run_1/flops_by_reg.png
(3 px per um) Other sequential cells in the stronger grey, the rest of the logic in the fainter grey.
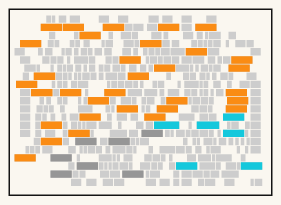
run_1/detail.png
Region (31, 6) to (56, 31) um. Cells in grey, sequential cells in the stronger grey; small squares are vias.
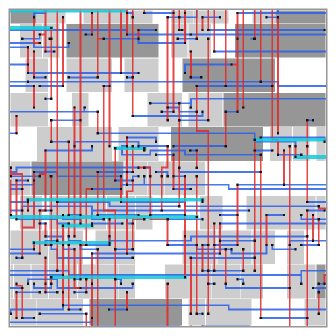
run_1/logic_types.png
(3 px per um)
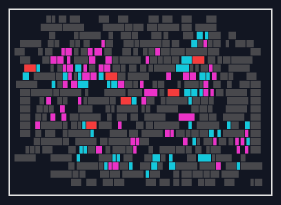
$ cat config.mk
export PLATFORM = sky130hd
export DESIGN_NAME = pipe_stall_ctrl
export DESIGN_NICKNAME = d
export VERILOG_FILES = /design/src/rtl/pipe_stall_ctrl.sv
export SDC_FILE = /design/constraint.sdc
export NUM_CORES = 1
export LEC_CHECK = 0
export CAP_MARGIN = 30
export CORE_ASPECT_RATIO = 0.7
export CORE_UTILIZATION = 50
export DETAILED_ROUTE_END_ITERATION = 8
export GPL_TIMING_DRIVEN = 0
export PLACE_DENSITY = 0.81
export SKIP_CTS_REPAIR_TIMING = 1
export SYNTH_ARGS = -nofsm -noshare
export SYNTH_HDL_FRONTEND = slang
export SYNTH_SLANG_ARGS = --single-unit
$ cat constraint.sdc
create_clock -name clk -period 3.1 [get_ports clk]
set_input_delay 0.31 -clock clk [delete_from_list [all_inputs] [get_ports clk]]
set_output_delay 0.31 -clock clk [all_outputs]
set_load 0.005 [all_outputs]
$ cat src/rtl/pipe_stall_ctrl.sv
// Pipeline stall scheduler: merges IF/ID/EX stall requests into the 6-bit stall
// vector, sequences multi-cycle EX ops and keeps a saturating stall-cycle counter.
module pipe_stall_ctrl #(
   parameter int CNT_W  = 6,
   parameter int PERF_W = 32
) (
   input  logic              clk,
   input  logic              rst,
   input  logic              stallreq_if,
   input  logic              stallreq_id,
   input  logic              ex_mc_req,
   input  logic [CNT_W-1:0]  ex_mc_cycles,
   input  logic              flush,
   output logic [5:0]        stall,
   output logic [CNT_W-1:0]  ex_mc_cnt,
   output logic              ex_mc_done,
   output logic [PERF_W-1:0] perf_stall_cnt
);

   localparam logic RstEnable = 1'b1;

   localparam logic [5:0] StallEx   = 6'b001111;
   localparam logic [5:0] StallId   = 6'b000111;
   localparam logic [5:0] StallIf   = 6'b000011;
   localparam logic [5:0] StallNone = 6'b000000;

   localparam logic [CNT_W-1:0]  CntOne  = CNT_W'(1);
   localparam logic [CNT_W-1:0]  CntTwo  = CNT_W'(2);
   localparam logic [PERF_W-1:0] PerfOne = PERF_W'(1);

   typedef enum logic {
      IDLE,
      BUSY
   } state_e;

   state_e            state_q, state_d;
   logic [CNT_W-1:0]  cnt_q, cnt_d;
   logic [CNT_W-1:0]  len_q, len_d;
   logic [PERF_W-1:0] perf_q, perf_d;

   logic is_idle;
   logic is_busy;
   logic mc_start;
   logic mc_single;
   logic mc_last;
   logic ex_stall;

   always_comb begin
      is_idle   = (state_q == IDLE);
      is_busy   = (state_q == BUSY);
      mc_start  = is_idle && ex_mc_req && (ex_mc_cycles >= CntTwo);
      mc_single = is_idle && ex_mc_req && (ex_mc_cycles < CntTwo);
      mc_last   = is_busy && (cnt_q == len_q - CntOne);
      ex_stall  = mc_start || (is_busy && !mc_last);
   end

   // NOTE: every signal written here gets a default first so no path leaves one
   // unassigned; a missed branch in a combinational block would infer a latch.
   always_comb begin
      state_d    = state_q;
      cnt_d      = cnt_q;
      len_d      = len_q;
      stall      = StallNone;
      ex_mc_done = 1'b0;
      ex_mc_cnt  = is_busy ? cnt_q : '0;

      // EX stall masks the ID/IF requests; they reappear in the done cycle.
      if (ex_stall) begin
         stall = StallEx;
      end else if (stallreq_id) begin
         stall = StallId;
      end else if (stallreq_if) begin
         stall = StallIf;
      end

      ex_mc_done = mc_single || mc_last;

      unique case (state_q)
         IDLE: begin
            if (mc_start) begin
               len_d   = ex_mc_cycles;
               cnt_d   = CntOne;
               state_d = BUSY;
            end
         end
         BUSY: begin
            if (mc_last) begin
               cnt_d   = '0;
               state_d = IDLE;
            end else begin
               cnt_d = cnt_q + CntOne;
            end
         end
         default: begin
            cnt_d   = '0;
            state_d = IDLE;
         end
      endcase

      // A flush aborts the op outright, including on its final cycle.
      if (flush) begin
         stall      = StallNone;
         ex_mc_done = 1'b0;
         cnt_d      = '0;
         state_d    = IDLE;
      end

      if (rst == RstEnable) begin
         stall      = StallNone;
         ex_mc_done = 1'b0;
         ex_mc_cnt  = '0;
      end

      perf_d = perf_q;
      if ((stall != StallNone) && (perf_q != {PERF_W{1'b1}})) begin
         perf_d = perf_q + PerfOne;
      end
   end

   // NOTE: state registers use non-blocking assignments so every flop samples
   // the pre-edge values regardless of statement order.
   always_ff @(posedge clk) begin
      if (rst == RstEnable) begin
         state_q <= IDLE;
         cnt_q   <= '0;
         len_q   <= '0;
         perf_q  <= '0;
      end else begin
         state_q <= state_d;
         cnt_q   <= cnt_d;
         len_q   <= len_d;
         perf_q  <= perf_d;
      end
   end

   assign perf_stall_cnt = perf_q;

endmodule

==> flow_metrics.tcl <==
# yosys + openroad results
set metrics [dict create \
    grt_overflow_total 0 \
    p_clk_w 0.000361 \
    async_reset_ff_frac 0 \
    num_tap_cells 69 \
    diodes 0 \
    final_hold_viol_count 0 \
    yosys_warnings 0 \
    crit_fanout 7 \
    synthMuxAreaShare 0.0257 \
    cts_buffers 5 \
    relSlewSlack 0.557 \
    core_um2 4830 \
    status "completed" \
    largest_area_cell "dfxtp_1" \
    gp_congestion 0.898 \
    cts_num_sinks 45 \
    ys_cells 311 \
    maxSlewViolCount 0 \
    clkPwrFrac 0.331 \
    via_per_inst 6.00 \
    comb_power_share 0.121 \
    worst_skew_pair.late_latency_ns 0.30 \
    wl_per_cell_um 15.6 \
    drtIter0Drc 239 \
    ys_seq_frac 0.356 \
    cts_tree "built" \
    seq_cell_power_w 0.000597 \
    grt_pass1_vias 2232 \
    swShare 0.260 \
    synth_area_per_cell_um2 8.14 \
    finalClockSkew_ns 0.00510 \
    cts_max_level 2 \
    cts-root-buf "clkbuf_8" \
    synthTopLogicFamily "simple AND/OR/NAND/NOR gates" \
    buffers_excl_clock 74 \
    crit_top_cell "inv_1" \
    fa_ha_area_frac 0.0148 \
    p_leak_nw 1.09 \
    fin_area_um2 3290 \
    final_cell_mix "clkdlybuf4s50_1, dfxtp_1, a21oi_1" \
    grt_pass1_wl_um 10700 \
    slowest_stage "clkdlybuf4s50_1" \
    mi_logic_area_um2 1510 \
    vias 2677 \
    clock_buffers 7 \
    drive_above_1_share 0.101 \
    synthFlopType "dfxtp_1" \
    hpwlAfterDp_um 4980 \
    dp_cells 434 \
    route.met3.wl_um 664 \
    fillers 421 \
    crit_chain "inv_1 > ha_2 > o21ba_1 > a221oi_2 > a41oi_2 > o21a_4 > o21ai_4 > buf_6 > inv_1 > buf_4 > clkdlybuf4s50_1" \
    placed_area_um2 3150 \
    ys_ff 45 \
    synth-xor-area-share 0.0381 \
    synth_area_um2 2530 \
    aoi_share 0.181 \
    finalCritPeriodShare 0.970 \
    top_area_frac 0.356 \
    finalWirelength_um 6940 \
    track_usage 0.261 \
    tightestPinTransition_ns 0.659 \
    clk_share 0.0255 \
    crit_type "reg2out" \
    setup_viol 0 \
    die_y_um 61.5 \
    synth_cells 311 \
    port_buffers 53 \
    area_growth_pct 29.8 \
    synth_cell_type_count 49 \
    top_usage_layer "met2" \
    grt_max_degree 14 \
]
Notes on flops_by_reg.png above:
legend:
  `len_q`:
    colour: cyan
    flops: 6
  `perf_stall_cnt`:
    colour: orange
    flops: 32
flop share of the area: 0.276
Reg area: 906 um2
Post-Route Utilization: 0.680

Notes on detail.png above:
legend:
  metal 1:
    colour: blue
  metal 2:
    colour: red
  metal 3:
    colour: cyan
cells with their middle in the window: 54
netlist names of flops here include: `cnt_q` (3), `perf_stall_cnt` (3)
sequential cells in the window: 7
most frequent: nor2_1 (6), dfxtp_1 (6), nand2_1 (5)

Notes on logic_types.png above:
legend:
  mux cells:
    colour: red
    cells: 6
  nor cells:
    colour: cyan
    cells: 45
  nand cells:
    colour: magenta
    cells: 59
most numerous logic cell after layout: clkdlybuf4s50_1
Post-Layout Cell Count: 446
multi-input combinational area share: 0.460

==> run 1: state kept, by name (all words and copies together), names as in the netlist <==
signal and flops:
is_busy 1, len_q 6, perf_stall_cnt 32, cnt_q 6
==> run 1: final timing paths <==
path	start	to	cells past startpoint
hold / removal	perf_stall_cnt[26]$_SDFFE_PP0P_	perf_stall_cnt[26]$_SDFFE_PP0P_	2
setup reg to reg	perf_stall_cnt[8]$_SDFFE_PP0P_	perf_stall_cnt[1]$_SDFFE_PP0P_	8
setup / recovery	len_q[0]$_SDFFE_PP0P_	stall[1]	11
hold reg to reg	perf_stall_cnt[26]$_SDFFE_PP0P_	perf_stall_cnt[26]$_SDFFE_PP0P_	2
